Fig. 1: run 1, clock wires, drivers and flops
Bar = 50 um.
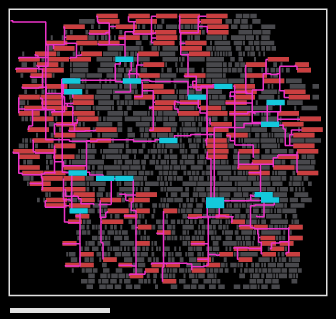
Fig. 2: run 1, clock wiring as the flow saved it
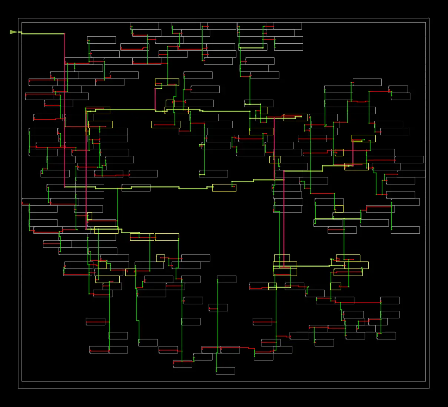
Fig. 3: run 1, routed metal, one colour a layer
Bar = 50 um. Two of the layers only.
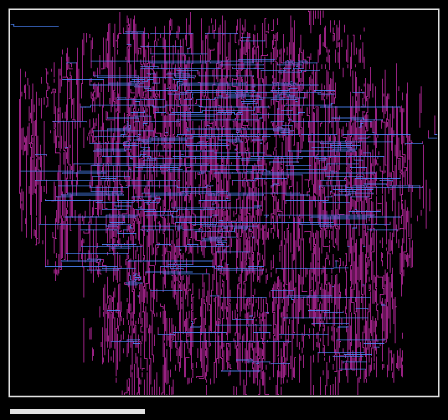
===== src/rtl/battleship_board_ctrl_if.sv =====
// Command/response port of the battleship board engine.
// The game FSM is the master; the board engine is the slave.
interface battleship_board_ctrl_if #(
  parameter int COORD_W = 3
);
  logic               cmd_valid;
  logic               cmd_ready;
  logic [1:0]         cmd_op;
  logic               cmd_board;
  logic [COORD_W-1:0] cmd_row;
  logic [COORD_W-1:0] cmd_col;
  logic [2:0]         cmd_len;
  logic               cmd_vert;
  logic               resp_valid;
  logic [2:0]         resp_code;

  modport master (
    output cmd_valid, cmd_op, cmd_board, cmd_row, cmd_col, cmd_len, cmd_vert,
    input  cmd_ready, resp_valid, resp_code
  );

  modport slave (
    input  cmd_valid, cmd_op, cmd_board, cmd_row, cmd_col, cmd_len, cmd_vert,
    output cmd_ready, resp_valid, resp_code
  );
endinterface


===== src/rtl/battleship_board_ctrl.sv =====
// Two-board battleship grid engine: placement with bounds/overlap checks,
// attacks with repeat detection, board clear, hit counters and a registered
// cell-read port for the renderer. Cells live in one array, player board
// first, each board stored row-major.
module battleship_board_ctrl #(
  parameter int BOARD_N   = 5,
  parameter int COORD_W   = 3,
  parameter int MAX_SHIPS = 5,
  parameter int MAX_LEN   = 3
) (
  input  logic                clk,
  input  logic                rst,
  battleship_board_ctrl_if.slave cmd,
  input  logic                rd_board,
  input  logic [COORD_W-1:0]  rd_row,
  input  logic [COORD_W-1:0]  rd_col,
  output logic [1:0]          rd_cell,
  output logic [1:0][2:0]     ships_placed,
  output logic [1:0][4:0]     cells_left,
  output logic [1:0]          defeated
);

  localparam int N2    = BOARD_N * BOARD_N;
  localparam int CELLS = 2 * N2;
  localparam int IDX_W = $clog2(CELLS);
  localparam int CNT_W = $clog2(N2 + 1);

  localparam logic [1:0] WATER     = 2'b00;
  localparam logic [1:0] SHIP      = 2'b01;
  localparam logic [1:0] HIT_SHIP  = 2'b10;
  localparam logic [1:0] HIT_WATER = 2'b11;

  localparam logic [2:0] R_PLACED      = 3'b000;
  localparam logic [2:0] R_ERR_BOUNDS  = 3'b001;
  localparam logic [2:0] R_ERR_OVERLAP = 3'b010;
  localparam logic [2:0] R_ERR_FULL    = 3'b011;
  localparam logic [2:0] R_HIT         = 3'b100;
  localparam logic [2:0] R_MISS        = 3'b101;
  localparam logic [2:0] R_REPEAT      = 3'b110;
  localparam logic [2:0] R_ERR_OP      = 3'b111;

  localparam logic [1:0] OP_PLACE  = 2'b00;
  localparam logic [1:0] OP_ATTACK = 2'b01;
  localparam logic [1:0] OP_CLEAR  = 2'b10;

  typedef enum logic [2:0] {
    S_IDLE, S_CHECK, S_WRITE, S_ATTACK, S_CLEAR, S_RESP
  } state_t;

  function automatic logic [IDX_W-1:0] cell_idx(input int b, input int r, input int c);
    return IDX_W'(b * N2 + r * BOARD_N + c);
  endfunction

  state_t             state_reg;
  logic [1:0]         cells [CELLS];
  logic               cap_board;
  logic               cap_vert;
  logic [COORD_W-1:0] cap_row;
  logic [COORD_W-1:0] cap_col;
  logic [2:0]         cap_len;
  logic [CNT_W-1:0]   cnt_reg;
  logic               overlap_reg;
  logic               ready_reg;
  logic               resp_valid_reg;
  logic [2:0]         resp_code_reg;
  logic [1:0]         rd_cell_reg;
  logic [1:0][2:0]    ships_reg;
  logic [1:0][4:0]    left_reg;

  int                 step_row;
  int                 step_col;
  int                 place_end;
  int                 place_side;
  logic [IDX_W-1:0]   step_idx;
  logic [IDX_W-1:0]   clr_idx;
  logic [IDX_W-1:0]   atk_idx;
  logic [IDX_W-1:0]   rd_idx;
  logic               step_last;
  logic               place_full;
  logic               place_bad;
  logic               atk_bad;
  logic               rd_ok;

  assign cmd.cmd_ready  = ready_reg;
  assign cmd.resp_valid = resp_valid_reg;
  assign cmd.resp_code  = resp_code_reg;
  assign rd_cell        = rd_cell_reg;
  assign ships_placed   = ships_reg;
  assign cells_left     = left_reg;

  // A board is defeated only once it holds ships and every ship cell is hit.
  for (genvar gi = 0; gi < 2; gi++) begin : g_defeat
    assign defeated[gi] = (ships_reg[gi] != 3'd0) && (left_reg[gi] == 5'd0);
  end

  // Address generation for the walking states and acceptance-time checks.
  always_comb begin
    step_row   = int'(cap_row) + (cap_vert ? int'(cnt_reg) : 0);
    step_col   = int'(cap_col) + (cap_vert ? 0 : int'(cnt_reg));
    step_idx   = cell_idx(int'(cap_board), step_row, step_col);
    step_last  = (int'(cnt_reg) == int'(cap_len) - 1);
    clr_idx    = IDX_W'(int'(cap_board) * N2 + int'(cnt_reg));
    atk_idx    = cell_idx(int'(cap_board), int'(cap_row), int'(cap_col));
    place_end  = (cmd.cmd_vert ? int'(cmd.cmd_row) : int'(cmd.cmd_col)) + int'(cmd.cmd_len) - 1;
    place_side = cmd.cmd_vert ? int'(cmd.cmd_col) : int'(cmd.cmd_row);
    place_full = int'(ships_reg[cmd.cmd_board]) >= MAX_SHIPS;
    // The anchor's fixed coordinate must also lie on the board.
    place_bad  = (cmd.cmd_len == 3'd0) || (int'(cmd.cmd_len) > MAX_LEN) ||
                 (place_end >= BOARD_N) || (place_side >= BOARD_N);
    atk_bad    = (int'(cmd.cmd_row) >= BOARD_N) || (int'(cmd.cmd_col) >= BOARD_N);
    rd_ok      = (int'(rd_row) < BOARD_N) && (int'(rd_col) < BOARD_N);
    rd_idx     = rd_ok ? cell_idx(int'(rd_board), int'(rd_row), int'(rd_col)) : '0;
  end

  // Command FSM: accepts in IDLE, walks cells one per cycle, issues one response.
  always_ff @(posedge clk) begin
    if (!rst) begin
      state_reg      <= S_IDLE;
      ready_reg      <= 1'b1;
      resp_valid_reg <= 1'b0;
      resp_code_reg  <= R_PLACED;
      ships_reg      <= '0;
      left_reg       <= '0;
      cnt_reg        <= '0;
      overlap_reg    <= 1'b0;
      cap_board      <= 1'b0;
      cap_vert       <= 1'b0;
      cap_row        <= '0;
      cap_col        <= '0;
      cap_len        <= '0;
      for (int i = 0; i < CELLS; i++) cells[i] <= WATER;
    end else begin
      case (state_reg)
        S_IDLE: begin
          if (cmd.cmd_valid) begin
            cap_board   <= cmd.cmd_board;
            cap_vert    <= cmd.cmd_vert;
            cap_row     <= cmd.cmd_row;
            cap_col     <= cmd.cmd_col;
            cap_len     <= cmd.cmd_len;
            cnt_reg     <= '0;
            overlap_reg <= 1'b0;
            ready_reg   <= 1'b0;
            case (cmd.cmd_op)
              OP_PLACE: begin
                if (place_full) begin
                  state_reg      <= S_RESP;
                  resp_valid_reg <= 1'b1;
                  resp_code_reg  <= R_ERR_FULL;
                end else if (place_bad) begin
                  state_reg      <= S_RESP;
                  resp_valid_reg <= 1'b1;
                  resp_code_reg  <= R_ERR_BOUNDS;
                end else begin
                  state_reg <= S_CHECK;
                end
              end
              OP_ATTACK: begin
                if (atk_bad) begin
                  state_reg      <= S_RESP;
                  resp_valid_reg <= 1'b1;
                  resp_code_reg  <= R_ERR_OP;
                end else begin
                  state_reg <= S_ATTACK;
                end
              end
              OP_CLEAR: state_reg <= S_CLEAR;
              default: begin
                state_reg      <= S_RESP;
                resp_valid_reg <= 1'b1;
                resp_code_reg  <= R_ERR_OP;
              end
            endcase
          end
        end
        S_CHECK: begin
          // Every cell of the ship is visited even after an overlap is seen.
          if (cells[step_idx] != WATER) overlap_reg <= 1'b1;
          if (step_last) begin
            cnt_reg <= '0;
            if (overlap_reg || (cells[step_idx] != WATER)) begin
              state_reg      <= S_RESP;
              resp_valid_reg <= 1'b1;
              resp_code_reg  <= R_ERR_OVERLAP;
            end else begin
              state_reg <= S_WRITE;
            end
          end else begin
            cnt_reg <= cnt_reg + CNT_W'(1);
          end
        end
        S_WRITE: begin
          cells[step_idx] <= SHIP;
          if (step_last) begin
            ships_reg[cap_board] <= ships_reg[cap_board] + 3'd1;
            left_reg[cap_board]  <= left_reg[cap_board] + 5'(cap_len);
            state_reg            <= S_RESP;
            resp_valid_reg       <= 1'b1;
            resp_code_reg        <= R_PLACED;
          end else begin
            cnt_reg <= cnt_reg + CNT_W'(1);
          end
        end
        S_ATTACK: begin
          state_reg      <= S_RESP;
          resp_valid_reg <= 1'b1;
          case (cells[atk_idx])
            SHIP: begin
              cells[atk_idx]      <= HIT_SHIP;
              left_reg[cap_board] <= left_reg[cap_board] - 5'd1;
              resp_code_reg       <= R_HIT;
            end
            WATER: begin
              cells[atk_idx] <= HIT_WATER;
              resp_code_reg  <= R_MISS;
            end
            default: resp_code_reg <= R_REPEAT;
          endcase
        end
        S_CLEAR: begin
          cells[clr_idx] <= WATER;
          if (int'(cnt_reg) == N2 - 1) begin
            ships_reg[cap_board] <= 3'd0;
            left_reg[cap_board]  <= 5'd0;
            state_reg            <= S_RESP;
            resp_valid_reg       <= 1'b1;
            resp_code_reg        <= R_PLACED;
          end else begin
            cnt_reg <= cnt_reg + CNT_W'(1);
          end
        end
        S_RESP: begin
          resp_valid_reg <= 1'b0;
          ready_reg      <= 1'b1;
          state_reg      <= S_IDLE;
        end
        default: begin
          state_reg      <= S_IDLE;
          ready_reg      <= 1'b1;
          resp_valid_reg <= 1'b0;
        end
      endcase
    end
  end

  // Renderer read port: one-cycle latency, shows the pre-write value on a collision.
  always_ff @(posedge clk) begin
    if (!rst) rd_cell_reg <= WATER;
    else      rd_cell_reg <= rd_ok ? cells[rd_idx] : WATER;
  end

endmodule


===== src/flat_wrapper.sv =====
// flat-port wrapper written by rule: the top's interface ports become plain ports
module battleship_board_ctrl_flat 
#(
  parameter int BOARD_N   = 5,
  parameter int COORD_W   = 3,
  parameter int MAX_SHIPS = 5,
  parameter int MAX_LEN   = 3
)
  (clk, rst, rd_board, rd_row, rd_col, rd_cell, ships_placed, cells_left, defeated, cmd_cmd_valid, cmd_cmd_op, cmd_cmd_board, cmd_cmd_row, cmd_cmd_col, cmd_cmd_len, cmd_cmd_vert, cmd_cmd_ready, cmd_resp_valid, cmd_resp_code);
  battleship_board_ctrl_if #(.COORD_W(COORD_W)) cmd_i ();
  input  logic clk;
  input  logic rst;
  input  logic rd_board;
  input  logic [COORD_W-1:0] rd_row;
  input  logic [COORD_W-1:0] rd_col;
  output logic [1:0] rd_cell;
  output logic [1:0][2:0] ships_placed;
  output logic [1:0][4:0] cells_left;
  output logic [1:0] defeated;
  input wire logic [$bits(cmd_i.cmd_valid)-1:0] cmd_cmd_valid;
  input wire logic [$bits(cmd_i.cmd_op)-1:0] cmd_cmd_op;
  input wire logic [$bits(cmd_i.cmd_board)-1:0] cmd_cmd_board;
  input wire logic [$bits(cmd_i.cmd_row)-1:0] cmd_cmd_row;
  input wire logic [$bits(cmd_i.cmd_col)-1:0] cmd_cmd_col;
  input wire logic [$bits(cmd_i.cmd_len)-1:0] cmd_cmd_len;
  input wire logic [$bits(cmd_i.cmd_vert)-1:0] cmd_cmd_vert;
  output wire logic [$bits(cmd_i.cmd_ready)-1:0] cmd_cmd_ready;
  output wire logic [$bits(cmd_i.resp_valid)-1:0] cmd_resp_valid;
  output wire logic [$bits(cmd_i.resp_code)-1:0] cmd_resp_code;
  assign cmd_i.cmd_valid = cmd_cmd_valid;
  assign cmd_i.cmd_op = cmd_cmd_op;
  assign cmd_i.cmd_board = cmd_cmd_board;
  assign cmd_i.cmd_row = cmd_cmd_row;
  assign cmd_i.cmd_col = cmd_cmd_col;
  assign cmd_i.cmd_len = cmd_cmd_len;
  assign cmd_i.cmd_vert = cmd_cmd_vert;
  assign cmd_cmd_ready = cmd_i.cmd_ready;
  assign cmd_resp_valid = cmd_i.resp_valid;
  assign cmd_resp_code = cmd_i.resp_code;
  battleship_board_ctrl #(.BOARD_N(BOARD_N), .COORD_W(COORD_W), .MAX_SHIPS(MAX_SHIPS), .MAX_LEN(MAX_LEN)) u_core (.clk(clk), .rst(rst), .cmd(cmd_i), .rd_board(rd_board), .rd_row(rd_row), .rd_col(rd_col), .rd_cell(rd_cell), .ships_placed(ships_placed), .cells_left(cells_left), .defeated(defeated));
endmodule

===== config.mk =====
export PLATFORM = sky130hd
export DESIGN_NAME = battleship_board_ctrl_flat
export DESIGN_NICKNAME = d
export VERILOG_FILES = /design/src/rtl/battleship_board_ctrl_if.sv /design/src/rtl/battleship_board_ctrl.sv /design/src/flat_wrapper.sv
export SDC_FILE = /design/constraint.sdc
export NUM_CORES = 1
export LEC_CHECK = 0
export CAP_MARGIN = 20
export CORE_ASPECT_RATIO = 0.9
export CORE_UTILIZATION = 55
export DETAILED_ROUTE_END_ITERATION = 10
export MAX_ROUTING_LAYER = met4
export PLACE_DENSITY = 0.76
export RECOVER_POWER = 50
export SETUP_SLACK_MARGIN = 0.3
export SLEW_MARGIN = 40
export SYNTH_ARGS = -nofsm -noshare
export SYNTH_HDL_FRONTEND = slang
export SYNTH_SLANG_ARGS = --single-unit

===== constraint.sdc =====
create_clock -name clk -period 5.6 [get_ports clk]
set_input_delay 1.12 -clock clk [delete_from_list [all_inputs] [get_ports clk]]
set_output_delay 1.12 -clock clk [all_outputs]
set_load 0.01 [all_outputs]

==> out/qor.csv, run 1 <==
stage,metric,value,unit
sta,rsz0062_at_grt,yes,
synthesis,common_cells,"nor2_1 (178), edfxtp_1 (128), nand2_1 (86)",
sta,slew_headroom,34.5,%
synthesis,ys_cells,1170,
setup_path,path_buffers,6,
final_layout,final_cell_mix,"nor2_1 (170), edfxtp_1 (128), nand2_1 (81), mux4_2 (81), buf_4 (53)",
cts,cts_tree,done,
hold_path,worstHoldStart,u_core.cells_left[1],
power_and_ir_drop,p_switching,2.91,mW
final_layout,n_all_buffers,121,
sta,fmax,0.184,GHz
final_layout,syn_to_final_growth,18.6,%
grt,grt-ovfl-total,0,
synthesis,edf_count,128,
setup_path,required,5.74,ns
power_and_ir_drop,p_sw_share,44.1,%
final_layout,comb_share,51.5,%
setup_path,crit_chain,"buf_4, buf_4, and2_4, ha_4, a21oi_4, xnor2_2, fa_1, inv_1, ha_1, inv_1, fa_1, inv_1, ha_4, ha_4, a21o_1, a21oi_2, xnor3_1, a31o_4, nor2_1, nand2_1, buf_12, o21ai_2",
job,tool_warnings,29,
final_layout,clock_area_share,4.19,%
placed_design,dp_worst_setup_slack,-0.145,ns
grt,grtUsageMet2,50.2,%
setup_path,r2r-start,u_core.cap_vert,
grt,grt_use_met1,44.0,%
final_layout,final_cells,1533,
setup_path,r2r-end,u_core.cells[36][0],
die,coreArea,21600,sq um
route,firstDrtPassIters,5,
synthesis,top_cells_by_area,"edfxtp_1 (32%), mux4_2 (15%), dfxtp_1 (7.1%), nor2_1 (5.5%), ha_1 (5.2%)",
route,wl_met2,17000,um
outcome,status,"finished, final reports clean",
final_layout,fillers,1547,
grt,grt_usage,33.2,%
setup_path,critPathCaptureType,flip-flop,
route,ant_nets,0,
cts,ctsResizeCount,42,
placed_design,dpl_cell_area,13200,sq um
setup_path,critPathSlowestCell,fa_1,
grt,grt_max_degree,71,
setup_path,cp_max_fo,24,
power_and_ir_drop,clockPowerShare,18.9,%
die,rows,51,
power_and_ir_drop,leakage,5.37,nW
synthesis,fa_ha_area_share,8.21,%
synthesis,synth-main-ff-cell,edfxtp_1,
synthesis,synth.most_common_cell,nor2_1,
cts,cts.sinks,171,
sta,setup_tns,0,ns
final_layout,layout_top_cell,nor2_1,
placed_design,hpwl,25400,um
-- Fig. 1 (at the start) --
Red marks flip-flops, count 171. Magenta marks clock wires, length 2,250 um. Cyan marks clock drivers, count 17.
There are 18 routed clock nets. Position of the flops: spread over the die.

-- Fig. 2 (at the start) --
P_clk: 1.25 mW
clk ins delay skew pair: 0.45 ns
# clk buffers: 18

-- Fig. 3 (at the start) --
Blue marks metal 3, wire length 4,270 um. Magenta marks metal 2, wire length 17,000 um.

==> run 2, diff against run 1 <==
--- a/config.mk
+++ b/config.mk
@@ -9,7 +9,6 @@
 export CORE_ASPECT_RATIO = 0.9
 export CORE_UTILIZATION = 55
 export DETAILED_ROUTE_END_ITERATION = 10
-export MAX_ROUTING_LAYER = met4
 export PLACE_DENSITY = 0.76
 export RECOVER_POWER = 50
 export SETUP_SLACK_MARGIN = 0.3
Fig. 4: run 2, routed metal, one colour a layer
Bar = 50 um. Two of the layers only.
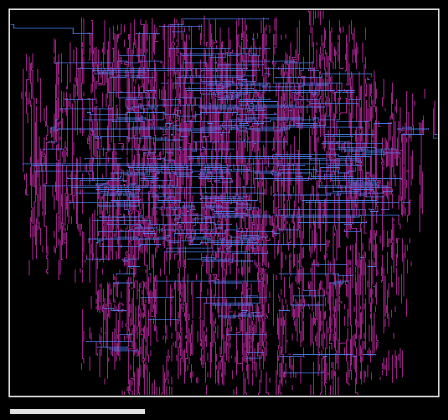
Blue marks metal 3, wire length 4,620 um. Magenta marks metal 2, wire length 16,800 um.

==> out/qor.csv, run 2 <==
stage,metric,value,unit
synthesis,synth.most_common_cell,nor2_1,
final_layout,layout_top_cell,nor2_1,
sta,fmax,0.187,GHz
setup_path,required,5.99,ns
setup_path,cp_max_fo,8,
sta,setup_tns,0,ns
grt,grt_usage,32.6,%
setup_path,crit_chain,"and2_4, ha_4, inv_2, fa_1, xnor2_2, ha_1, ha_4, ha_4, fa_1, inv_2, fa_2, buf_8, nor4_2, or4_1, mux2i_1, mux2i_2, o22ai_2, a21oi_2, buf_4, o22a_1, nor2_1",
setup_path,r2r-end,u_core.state_reg[1],
setup_path,path_buffers,4,
power_and_ir_drop,leakage,5.39,nW
final_layout,final_cells,1539,
power_and_ir_drop,p_sw_share,44.6,%
placed_design,hpwl,25400,um
sta,slew_headroom,-41.3,%
cts,clk_latency,0.46,ns
route,firstDrtPassIters,6,
setup_path,r2r-start,u_core.cap_vert,
route,wl_met2,16800,um
grt,grt_use_met1,43.9,%
cts,cts_made_buffers,17,
die,coreArea,21600,sq um
sta,maxSlewViolCount,71,
hold_path,worstHoldStart,u_core.cells_left[1],
synthesis,common_cells,"nor2_1 (178), edfxtp_1 (128), nand2_1 (86)",
outcome,violations,"capacitance limit, slew limit",
final_layout,final_cell_mix,"nor2_1 (170), edfxtp_1 (128), nand2_1 (82)",
synthesis,ys_cells,1170,
cts,cts.sinks,171,
job,maxCapViolations,1,
die,rows,51,
final_layout,syn_to_final_growth,19.4,%
synthesis,synth-main-ff-cell,edfxtp_1,
synthesis,fa_ha_area_share,8.21,%
final_layout,comb_share,51.2,%
final_layout,clock_area_share,4.16,%
power_and_ir_drop,clk-power,1.22,mW
sta,rsz0062_at_grt,yes,
cts,cts_tree,done,
setup_path,critPathSlowestCell,fa_2,
outcome,status,"complete, but fails checks",
grt,grt-ovfl-total,0,
grt,grt_max_degree,71,
synthesis,top_cells_by_area,"edfxtp_1 (32%), mux4_2 (15%), dfxtp_1 (7.1%), nor2_1 (5.5%), ha_1 (5.2%)",
route,ant_nets,0,
power_and_ir_drop,p_switching,2.91,mW
placed_design,dpl_cell_area,13200,sq um
Power and IR drop assume default switching activity.
